### Cell outlines without signal wires, run 1

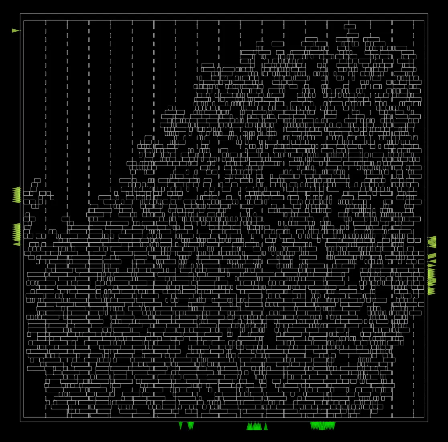
### Gate-type map, run 1

The bar under the picture is 100 µm long.
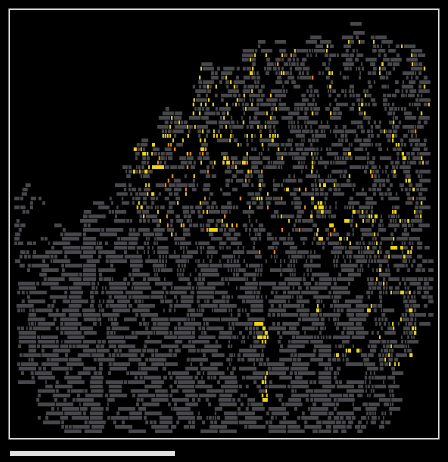
### M4 wires, run 1

The bar under the picture is 100 µm long.
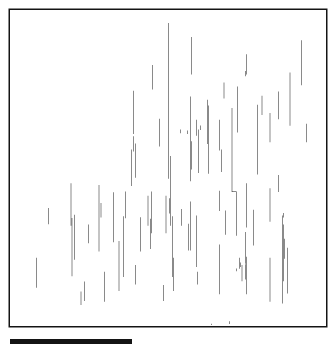
### Placed cells, one color a class, run 1

The bar under the picture is 100 µm long. Fill, decap, tap and diode cells in gray.
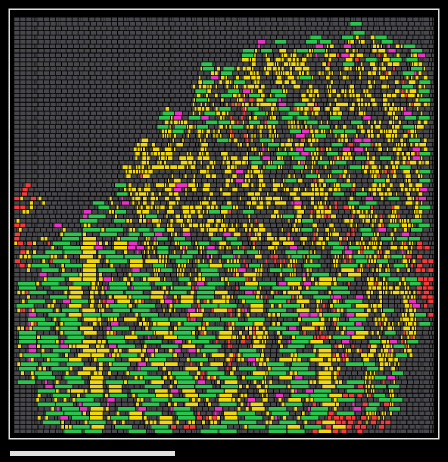
[src/rtl/mcpu_pkg.sv]
// Shared definitions for the mcpu multicycle core: opcodes, FSM states and
// instruction field positions.
package mcpu_pkg;

  localparam logic [3:0] OP_ADD  = 4'h0;
  localparam logic [3:0] OP_SUB  = 4'h1;
  localparam logic [3:0] OP_AND  = 4'h2;
  localparam logic [3:0] OP_OR   = 4'h3;
  localparam logic [3:0] OP_ADDI = 4'h4;
  localparam logic [3:0] OP_MUL  = 4'h5;
  localparam logic [3:0] OP_MFHI = 4'h6;
  localparam logic [3:0] OP_MFLO = 4'h7;
  localparam logic [3:0] OP_BEQ  = 4'h8;
  localparam logic [3:0] OP_JMP  = 4'h9;
  localparam logic [3:0] OP_HALT = 4'hF;

  localparam int OP_HI = 15;
  localparam int OP_LO = 12;
  localparam int FA_HI = 11;
  localparam int FA_LO = 8;
  localparam int FB_HI = 7;
  localparam int FB_LO = 4;
  localparam int FC_HI = 3;
  localparam int FC_LO = 0;
  localparam int IMM_W = 12;
  localparam int RF_AW = 4;

  typedef enum logic [2:0] {
    S_FETCH,
    S_DECODE,
    S_EXEC,
    S_MULT,
    S_WB,
    S_HALT
  } state_t;

endpackage

[src/rtl/mcpu_if.sv]
// Instruction-memory fetch port: req/addr held by the core until ack.
interface mcpu_if #(
  parameter int AW = 12
) ();

  logic          imem_req;
  logic [AW-1:0] imem_addr;
  logic          imem_ack;
  logic [15:0]   imem_rdata;

  modport master (
    output imem_req,
    output imem_addr,
    input  imem_ack,
    input  imem_rdata
  );

  modport slave (
    input  imem_req,
    input  imem_addr,
    output imem_ack,
    output imem_rdata
  );

endinterface

[src/rtl/mcpu_regfile.sv]
// General-purpose register file: two combinational read ports, one
// synchronous write port, synchronous clear.
module mcpu_regfile
  import mcpu_pkg::*;
#(
  parameter int DW   = 16,
  parameter int NREG = 16
) (
  input  logic             CLK,
  input  logic             RST,
  input  logic [RF_AW-1:0] raddrA,
  input  logic [RF_AW-1:0] raddrB,
  output logic [DW-1:0]    rdataA,
  output logic [DW-1:0]    rdataB,
  input  logic             we,
  input  logic [RF_AW-1:0] waddr,
  input  logic [DW-1:0]    wdata
);

  logic [DW-1:0] regs [NREG];

  always_ff @(posedge CLK) begin
    if (RST) begin
      for (int i = 0; i < NREG; i++) begin
        regs[i] <= '0;
      end
    end else if (we) begin
      regs[waddr] <= wdata;
    end
  end

  assign rdataA = regs[raddrA];
  assign rdataB = regs[raddrB];

endmodule

[src/rtl/mcpu_core.sv]
// Multicycle 16-bit-instruction core: req/ack fetch, FSM-sequenced execute,
// iterative HI/LO multiplier and a write-back observation port.
module mcpu_core
  import mcpu_pkg::*;
#(
  parameter int DW   = 16,
  parameter int AW   = 12,
  parameter int NREG = 16
) (
  input  logic             CLK,
  input  logic             RST,
  mcpu_if.master           imem,
  output logic [AW-1:0]    pc,
  output logic             halted,
  output logic             wb_valid,
  output logic [RF_AW-1:0] wb_addr,
  output logic [DW-1:0]    wb_data
);

  localparam int CW = $clog2(DW);

  state_t state;
  state_t nextState;

  logic [15:0]      ir;
  logic [DW-1:0]    opA;
  logic [DW-1:0]    opB;
  logic [DW-1:0]    resQ;
  logic [DW-1:0]    hi;
  logic [DW-1:0]    lo;
  logic [2*DW-1:0]  mcand;
  logic [2*DW-1:0]  acc;
  logic [2*DW-1:0]  accNext;
  logic [DW-1:0]    mplier;
  logic [CW-1:0]    mulCnt;
  logic             mulLast;
  logic             fetchEn;
  logic             imemReq;

  logic [3:0]       irOp;
  logic [3:0]       irA;
  logic [3:0]       irB;
  logic [3:0]       irC;
  logic [AW-1:0]    pcInc;
  logic [AW-1:0]    jmpTarget;

  logic [RF_AW-1:0] rfAddrA;
  logic [DW-1:0]    rdA;
  logic [DW-1:0]    rdB;
  logic             rfWe;

  assign irOp = ir[OP_HI:OP_LO];
  assign irA  = ir[FA_HI:FA_LO];
  assign irB  = ir[FB_HI:FB_LO];
  assign irC  = ir[FC_HI:FC_LO];

  assign pcInc = pc + AW'(1);

  always_comb begin
    jmpTarget = pc;
    jmpTarget[IMM_W-1:0] = ir[IMM_W-1:0];
  end

  assign accNext = acc + (mplier[0] ? mcand : '0);
  assign mulLast = (mulCnt == CW'(DW - 1));

  // Port A doubles as the BEQ target read (R[c]) while in EXEC.
  assign rfAddrA = (state == S_EXEC) ? irC : irA;
  assign rfWe    = (state == S_WB);

  mcpu_regfile #(
    .DW   (DW),
    .NREG (NREG)
  ) u_regfile (
    .CLK    (CLK),
    .RST    (RST),
    .raddrA (rfAddrA),
    .raddrB (irB),
    .rdataA (rdA),
    .rdataB (rdB),
    .we     (rfWe),
    .waddr  (irC),
    .wdata  (resQ)
  );

  always_ff @(posedge CLK) begin
    if (RST) begin
      state <= S_FETCH;
    end else begin
      state <= nextState;
    end
  end

  always_comb begin
    nextState = state;
    imemReq   = 1'b0;
    halted    = 1'b0;
    wb_valid  = 1'b0;
    wb_addr   = '0;
    wb_data   = '0;
    case (state)
      S_FETCH: begin
        imemReq = fetchEn;
        if (fetchEn && imem.imem_ack) begin
          nextState = S_DECODE;
        end
      end
      S_DECODE: nextState = S_EXEC;
      S_EXEC: begin
        case (irOp)
          OP_ADD, OP_SUB, OP_AND, OP_OR,
          OP_ADDI, OP_MFHI, OP_MFLO: nextState = S_WB;
          OP_MUL:                    nextState = S_MULT;
          OP_HALT:                   nextState = S_HALT;
          default:                   nextState = S_FETCH;
        endcase
      end
      S_MULT: begin
        if (mulLast) begin
          nextState = S_FETCH;
        end
      end
      S_WB: begin
        wb_valid  = 1'b1;
        wb_addr   = irC;
        wb_data   = resQ;
        nextState = S_FETCH;
      end
      S_HALT:  halted = 1'b1;
      default: nextState = S_FETCH;
    endcase
  end

  // fetchEn keeps req low for the first cycle out of reset.
  always_ff @(posedge CLK) begin
    if (RST) begin
      fetchEn <= 1'b0;
      pc      <= '0;
      ir      <= '0;
      opA     <= '0;
      opB     <= '0;
      resQ    <= '0;
      hi      <= '0;
      lo      <= '0;
      mcand   <= '0;
      acc     <= '0;
      mplier  <= '0;
      mulCnt  <= '0;
    end else begin
      fetchEn <= 1'b1;
      case (state)
        S_FETCH: begin
          if (fetchEn && imem.imem_ack) begin
            ir <= imem.imem_rdata;
          end
        end
        S_DECODE: begin
          opA <= rdA;
          opB <= rdB;
        end
        S_EXEC: begin
          case (irOp)
            OP_ADD:  resQ <= opA + opB;
            OP_SUB:  resQ <= opA - opB;
            OP_AND:  resQ <= opA & opB;
            OP_OR:   resQ <= opA | opB;
            OP_ADDI: resQ <= opA + DW'(irB);
            OP_MFHI: resQ <= hi;
            OP_MFLO: resQ <= lo;
            OP_MUL: begin
              acc    <= '0;
              mcand  <= {{DW{1'b0}}, opA};
              mplier <= opB;
              mulCnt <= '0;
            end
            OP_BEQ:  pc <= (opA == opB) ? rdA[AW-1:0] : pcInc;
            OP_JMP:  pc <= jmpTarget;
            OP_HALT: ;
            default: pc <= pcInc;
          endcase
        end
        // HI/LO only change on the final step so an aborted multiply leaves no trace.
        S_MULT: begin
          if (mulLast) begin
            {hi, lo} <= accNext;
            pc       <= pcInc;
          end else begin
            acc    <= accNext;
            mcand  <= mcand << 1;
            mplier <= mplier >> 1;
            mulCnt <= mulCnt + CW'(1);
          end
        end
        S_WB:    pc <= pcInc;
        default: ;
      endcase
    end
  end

  assign imem.imem_req  = imemReq;
  assign imem.imem_addr = pc;

endmodule

[src/flat_wrapper.sv]
// flat-port wrapper written by rule: the top's interface ports become plain ports
module mcpu_core_flat import mcpu_pkg::*;
#(
  parameter int DW   = 16,
  parameter int AW   = 12,
  parameter int NREG = 16
)
  (CLK, RST, pc, halted, wb_valid, wb_addr, wb_data, imem_imem_req, imem_imem_addr, imem_imem_ack, imem_imem_rdata);
  mcpu_if #(.AW(AW)) imem_i ();
  input  logic CLK;
  input  logic RST;
  output logic [AW-1:0] pc;
  output logic halted;
  output logic wb_valid;
  output logic [RF_AW-1:0] wb_addr;
  output logic [DW-1:0] wb_data;
  output wire logic [$bits(imem_i.imem_req)-1:0] imem_imem_req;
  output wire logic [$bits(imem_i.imem_addr)-1:0] imem_imem_addr;
  input wire logic [$bits(imem_i.imem_ack)-1:0] imem_imem_ack;
  input wire logic [$bits(imem_i.imem_rdata)-1:0] imem_imem_rdata;
  assign imem_imem_req = imem_i.imem_req;
  assign imem_imem_addr = imem_i.imem_addr;
  assign imem_i.imem_ack = imem_imem_ack;
  assign imem_i.imem_rdata = imem_imem_rdata;
  mcpu_core #(.DW(DW), .AW(AW), .NREG(NREG)) u_core (.CLK(CLK), .RST(RST), .imem(imem_i), .pc(pc), .halted(halted), .wb_valid(wb_valid), .wb_addr(wb_addr), .wb_data(wb_data));
endmodule
[config.mk]
export PLATFORM = sky130hd
export DESIGN_NAME = mcpu_core_flat
export DESIGN_NICKNAME = d
export VERILOG_FILES = /design/src/rtl/mcpu_pkg.sv /design/src/rtl/mcpu_if.sv /design/src/rtl/mcpu_regfile.sv /design/src/rtl/mcpu_core.sv /design/src/flat_wrapper.sv
export SDC_FILE = /design/constraint.sdc
export NUM_CORES = 1
export LEC_CHECK = 0
export CAP_MARGIN = 10
export CORE_MARGIN = 2
export CORE_UTILIZATION = 40
export CTS_BUF_LIST = sky130_fd_sc_hd__clkbuf_8
export CTS_CLUSTER_DIAMETER = 150
export DETAILED_ROUTE_END_ITERATION = 16
export GPL_TIMING_DRIVEN = 0
export PLACE_DENSITY = 0.62
export SLEW_MARGIN = 10
export SYNTH_ARGS = -nofsm -noshare
export SYNTH_HDL_FRONTEND = slang
export SYNTH_HIERARCHICAL = 1
export SYNTH_SLANG_ARGS = --single-unit
[constraint.sdc]
create_clock -name CLK -period 6.4 [get_ports CLK]
set_input_delay 1.28 -clock CLK [delete_from_list [all_inputs] [get_ports CLK]]
set_output_delay 1.28 -clock CLK [all_outputs]
set_load 0.005 [all_outputs]
==> flow_results.xml, run 1 <==
<?xml version="1.0" encoding="UTF-8"?>
<metrics>
  <group name="global_route">
    <metric name="globalRouteTotalUtil" unit="">0.2637</metric>
    <metric name="grt_pass1_vias" unit="">21190</metric>
    <metric name="grt_overflow" unit="">0</metric>
    <metric name="grt_first_pass_wirelength" unit="mm">133.1</metric>
  </group>
  <group name="final_timing">
    <metric name="grt_setup_unrepaired" unit="">false</metric>
    <metric name="setup_violators_final" unit="">0</metric>
    <metric name="max-slew-margin-rel" unit="">0.1703</metric>
  </group>
  <group name="layout">
    <metric name="flow.area_growth_from_synthesis" unit="%">12.63</metric>
    <metric name="register_area" unit="µm²">11670</metric>
    <metric name="final_net_count" unit="">2808</metric>
    <metric name="layout_top_cell_excl_fill_tap" unit="">and2_1</metric>
    <metric name="drive_above_1_share" unit="">0.1205</metric>
  </group>
  <group name="placed_design">
    <metric name="detailedPlacementHpwl" unit="mm">68.08</metric>
    <metric name="gp_congestion" unit="">0.9862</metric>
    <metric name="placement.io_buffers" unit="">65</metric>
  </group>
  <group name="cts">
    <metric name="clk_pin_slew" unit="ps">60</metric>
    <metric name="htree_levels" unit="">3</metric>
    <metric name="clock-root-buffer" unit="">clkbuf_8</metric>
    <metric name="tritoncts_num_sinks" unit="">455</metric>
    <metric name="cts_made_buffers" unit="">83</metric>
    <metric name="clock_insertion_delay_worst_skew" unit="ps">700</metric>
  </group>
  <group name="synthesis">
    <metric name="synth.avg_cell_area" unit="µm²">10.32</metric>
    <metric name="synth.lib_cells_used.distinct" unit="">85</metric>
    <metric name="topCellsByArea" unit="">edfxtp_1 (29%), dfxtp_1 (15%), mux4_2 (11%)</metric>
    <metric name="synth.ff_latch_count" unit="">455</metric>
    <metric name="postSynthCellCount" unit="">2540</metric>
    <metric name="area_of_the_mapped_netlist" unit="µm²">26220</metric>
    <metric name="yosys-stat-cells" unit="">2540</metric>
    <metric name="synthFlopType" unit="">edfxtp_1</metric>
    <metric name="count_of_synthesis_stage_warnings_from_yosys" unit="">6</metric>
    <metric name="synth-edff-count" unit="">256</metric>
  </group>
  <group name="drt">
    <metric name="route.detailed.wl_per_inst" unit="µm">24.90</metric>
    <metric name="drt_drc_violations_left" unit="">0</metric>
  </group>
  <group name="floorplan">
    <metric name="die_height" unit="µm">260.0</metric>
    <metric name="floorplan.initialDensity" unit="">0.4060</metric>
  </group>
  <group name="flow_run">
    <metric name="openroad.warnings" unit="">58</metric>
    <metric name="count_of_maximum_capacitance_violations" unit="">0</metric>
  </group>
  <group name="critical_path">
    <metric name="cp-end-kind" unit="">flip-flop</metric>
    <metric name="crit_path_start_kind" unit="">flip-flop</metric>
    <metric name="worst_ep_required_time" unit="ps">6940</metric>
    <metric name="timing.critical_path.slowest_stage_cell" unit="">buf_1</metric>
    <metric name="critical_path_class" unit="">reg2reg</metric>
    <metric name="worstPathArrival" unit="ps">5410</metric>
  </group>
  <group name="min_path">
    <metric name="hold_path_class" unit="">reg2reg</metric>
  </group>
  <group name="power">
    <metric name="p_int" unit="W">0.005013</metric>
    <metric name="vdd.ir_drop.worst" unit="V">0.0001984</metric>
    <metric name="comb_power_share" unit="">0.182</metric>
    <metric name="p_leak" unit="nW">10.62</metric>
  </group>
  <group name="status">
    <metric name="outcome" unit="">complete, no violations</metric>
  </group>
</metrics>
About 'Cell outlines without signal wires':
Well-Tap Cells: 855
final standard cell utilization of the core: 0.4573
fraction of area in registers: 0.3952
Cell Rows: 93
Fill cells: 6,120

About 'Gate-type map':
Key: NOR gates = yellow [cells 259]; inverters = orange [cells 48, where middle]

About 'M4 wires':
The layer carries 2,360 µm of wire. The wires run mostly vertical. 60 nets have wire on it.
total vias in the final route: 21,810
DRT Wirelength: 89.93 mm

About 'Placed cells, one color a class':
Key: other buffers and delay cells = red [cells 258]; flip-flops = green [cells 455]; all other logic = yellow [cells 1,892]; clock drivers and dummy loads = magenta [cells 150]
area of the core: 64,580 µm²
area of all placed cells without fillers: 29,530 µm²

[run 1: state kept, by name, summed over array words and instances (netlist names), 12 cells and up, named ones only]
signal / flops
u_core/mcand: 32
u_core/opA: 16
u_core/lo: 16
u_core/u_regfile/regs: 256
u_core/ir: 16
u_core/mplier: 16
u_core/opB: 16
u_core/hi: 16
u_core/resQ: 16
u_core/acc: 32
u_core/imem.imem_addr: 12
[run 1: cell type report]
cell class	instances	share of cell area
buffer	193	0.02762
clock buffer	91	0.04241
multi-input combinational	1844	0.4593
inverter	48	0.006100
antenna	2	0.0001695
clock inverter	59	0.01097
sequential	455	0.3952
timing repair buffer	65	0.02203
tap	855	0.03622
[run 1: power by group through the flow]
stage	Combinational [W]	Clock [W]	Sequential [W]
final	0.00134	0.00267	0.00334
after global routing	0.00143	0.00284	0.00335
after CTS	0.00131	0.00271	0.00333
after detailed placement	0.00130	0	0.00339
after global placement	0.00129	0	0.00338
after floorplan	0.000871	0	0.00332
[run 1: synthesized netlist by cell type (15+ instances only)]
| library cell | n |
|---|---|
| edfxtp_1 | 256 |
| nor2_1 | 190 |
| nand3_1 | 43 |
| a31oi_1 | 21 |
| o211ai_1 | 17 |
| nand2b_1 | 16 |
| a211oi_1 | 48 |
| inv_1 | 47 |
| xor2_1 | 24 |
| dfxtp_1 | 199 |
| xnor2_1 | 34 |
| nor3_1 | 27 |
| a21oi_1 | 186 |
| a22oi_1 | 100 |
| a21o_1 | 15 |
| and3_1 | 15 |
| buf_2 | 29 |
| o21ai_1 | 20 |
| clkbuf_1 | 137 |
| nand2_1 | 254 |
| mux4_2 | 129 |
| o21ai_0 | 66 |
| nor2b_1 | 18 |
| or2_2 | 16 |
| ha_1 | 96 |
| and2_1 | 318 |
[run 1: cell families (layout without fill, tap and decap cells)]
kind of cell / after synthesis / after routing / synth area share
adders and majority gates: 99 / 99 / 0.04810
buffers and inverters: 241 / 456 / 0.03798
xor gates and xnor gates: 58 / 58 / 0.01937
AOI/OAI and AO/OA: 576 / 576 / 0.1440
and+or+nand+nor: 970 / 970 / 0.1899
DFF: 455 / 455 / 0.4451
other: 0 / 2 / 0
muxes: 141 / 141 / 0.1156
[run 1: layer usage]
metal | wire, µm | track usage
met5 | 45 | 0
met4 | 2362 | 0.08397
met3 | 9039 | 0.06423
met2 | 39140 | 0.3968
met1 | 39340 | 0.3730
[run 1: metrics by stage]
step	instances	utilization	instance area (µm²)	worst slack, ps	hold slack, ps
after detailed placement	3460	0.4328	27950	1742	448.0
after CTS	3610	0.4573	29530	1655	457.7
after global placement	3460	0.4327	27940	1843	441.3
after global routing	3611	0.4573	29530	1385	473.2
final	3612	0.4573	29530	1529	454.6
after floorplan	2540	-	26220	2964	421.8
[run 1: path summary, 6_finish.rpt]
check                       start                        to  slack (ps)  cells past startpoint
hold / removal     u_core/acc[26]            u_core/acc[26]         450                      2
setup / recovery  u_core/state[1]  u_core/imem.imem_addr[9]        1530                     12
hold reg to reg    u_core/acc[26]            u_core/acc[26]         450                      2
setup reg to reg  u_core/state[1]  u_core/imem.imem_addr[9]        1530                     12
--- run 2 (diff from run 1) ---
==> constraint.sdc (replaced) <==
create_clock -name CLK -period 4.6 [get_ports CLK]
set_input_delay 0.92 -clock CLK [delete_from_list [all_inputs] [get_ports CLK]]
set_output_delay 0.92 -clock CLK [all_outputs]
set_load 0.005 [all_outputs]
### Gate-type map, run 2

The bar under the picture is 100 µm long.
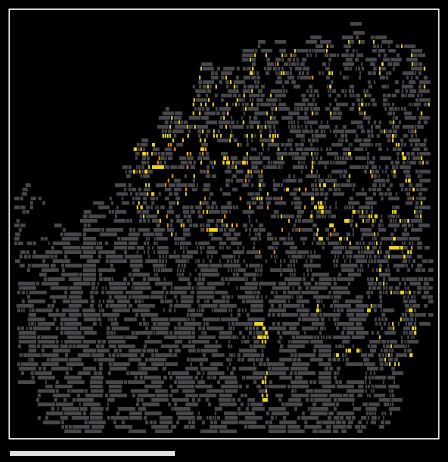
Key: NOR gates = yellow [cells 259]; inverters = orange [cells 48, where middle]
tally of non-filler cells in the final layout: 3,613
combinational fraction of the cell area: 0.4592
Commonest Layout Cell: and2_1

### M4 wires, run 2

The bar under the picture is 100 µm long.
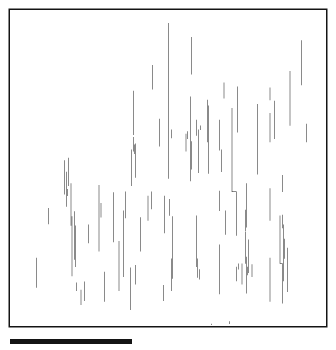
The longest straight run is 128 µm. The layer carries 2,410 µm of wire. 64 nets have wire on it.
total vias in the final route: 21,820
DRT Wirelength: 89.89 mm

==> flow_results.xml, run 2 <==
<?xml version="1.0" encoding="UTF-8"?>
<metrics>
  <group name="cts">
    <metric name="clock_insertion_delay_worst_skew" unit="ps">700</metric>
    <metric name="clk_pin_slew" unit="ps">60</metric>
    <metric name="htree_levels" unit="">3</metric>
  </group>
  <group name="synthesis">
    <metric name="count_of_synthesis_stage_warnings_from_yosys" unit="">6</metric>
    <metric name="xor_area_frac" unit="">0.01937</metric>
    <metric name="topCellsByArea" unit="">edfxtp_1 (29%), dfxtp_1 (15%), mux4_2 (11%)</metric>
    <metric name="synth.ff_latch_count" unit="">455</metric>
    <metric name="synth-edff-count" unit="">256</metric>
    <metric name="yosys.cell_count.top_type" unit="">and2_1</metric>
  </group>
  <group name="drt">
    <metric name="drt_drc_violations_left" unit="">0</metric>
    <metric name="route.detailed.wl_per_inst" unit="µm">24.88</metric>
  </group>
  <group name="flow_run">
    <metric name="count_of_maximum_capacitance_violations" unit="">0</metric>
  </group>
  <group name="min_path">
    <metric name="start_point_of_the_worst_min_delay_path" unit="">u_core/acc[26]</metric>
  </group>
  <group name="layout">
    <metric name="reg_top3" unit="">u_core/u_regfile/regs: 256 flops, u_core/acc: 32 flops, u_core/mcand: 32 flops</metric>
    <metric name="top_register" unit="">u_core/u_regfile/regs</metric>
    <metric name="flow.area_growth_from_synthesis" unit="%">12.74</metric>
  </group>
  <group name="global_route">
    <metric name="grt_first_pass_wirelength" unit="mm">133.1</metric>
    <metric name="grt_overflow" unit="">0</metric>
  </group>
  <group name="status">
    <metric name="outcome" unit="">complete, no violations</metric>
  </group>
  <group name="final_timing">
    <metric name="setup_violators_final" unit="">0</metric>
    <metric name="hold_slack" unit="ps">454.6</metric>
  </group>
  <group name="critical_path">
    <metric name="startpoint_of_the_most_critical_register_to_register_path" unit="">u_core/state[1]</metric>
    <metric name="crit_path_start_kind" unit="">flip-flop</metric>
  </group>
  <group name="floorplan">
    <metric name="row_count" unit="">93</metric>
  </group>
</metrics>
-- run 2: cells by family (layout without fill, tap and decap cells) --
logic type,count (synthesis),in the layout
adders and majority gates,99,99
DFF,455,455
muxes,141,141
other,0,3
buffers and inverters,241,456
AOI/OAI and AO/OA,576,576
and+or+nand+nor,970,970
xor gates and xnor gates,58,58
-- run 2: power by group --
| group | internal (W) | switching, W | total (W) | leakage, nW |
|---|---|---|---|---|
| Clock | 0.00186 | 0.00186 | 0.00371 | 0.900 |
| Combinational | 0.000679 | 0.00119 | 0.00187 | 5.48 |
| Sequential | 0.00444 | 0.000202 | 0.00464 | 4.25 |
| Total | 0.00698 | 0.00325 | 0.0102 | 10.6 |
-- run 2: cell type report --
| class | instances | share of cell area |
|---|---|---|
| flip-flops and latches | 455 | 0.3948 |
| repair buffers | 65 | 0.02201 |
| inverters | 48 | 0.006094 |
| multi-input cells | 1844 | 0.4592 |
| clock inverters | 59 | 0.01096 |
| well taps | 855 | 0.03619 |
| plain buffers | 193 | 0.02814 |
| diodes | 3 | 0.0002539 |
| clock buffers | 91 | 0.04236 |
-- run 2: worst paths after layout --
check | to | slack, ps | depth (start not counted)
max | u_core/imem.imem_addr[9] | 160 | 12
min | u_core/acc[26] | 450 | 2
max reg2reg | u_core/imem.imem_addr[9] | 160 | 12
min reg2reg | u_core/acc[26] | 450 | 2
-- run 2: worst max-delay path, delay by kind of cell (launching register included) --
family / cells / cell delay, ps
buffers and inverters: 2 / 1280
and+or+nand+nor: 3 / 930
AOI/OAI and AO/OA: 5 / 910
muxes: 2 / 660
DFF: 1 / 480
-- run 2: layer usage --
metal / vias to the layer above / part of all wire / GRT usage
li1: 9633 / - / -
met1: 10830 / 0.43 / 0.3731
met2: 1149 / 0.44 / 0.3968
met3: 194 / 0.10 / 0.06413
met4: 6 / 0.027 / 0.08397
met5: - / 0.00058 / 0
-- run 2: through the flow --
step | instance area [µm²] | setup WS, ps
2_1_floorplan | 26220 | 1164
3_3_place_gp | 27940 | 80.81
6_report | 29560 | 160.5
5_1_grt | 29560 | 59.93
3_5_place_dp | 27950 | -58.12
4_1_cts | 29540 | 90.64
-- run 2: what timing repair did --
action / 4_1_cts / 5_1_grt
pin swaps: 0 / 0
setup endpoints to repair: 5 / 17
resized: 3 / 7
endpoints found under the hold margin: 0 / 0
Power and IR drop assume default switching activity.
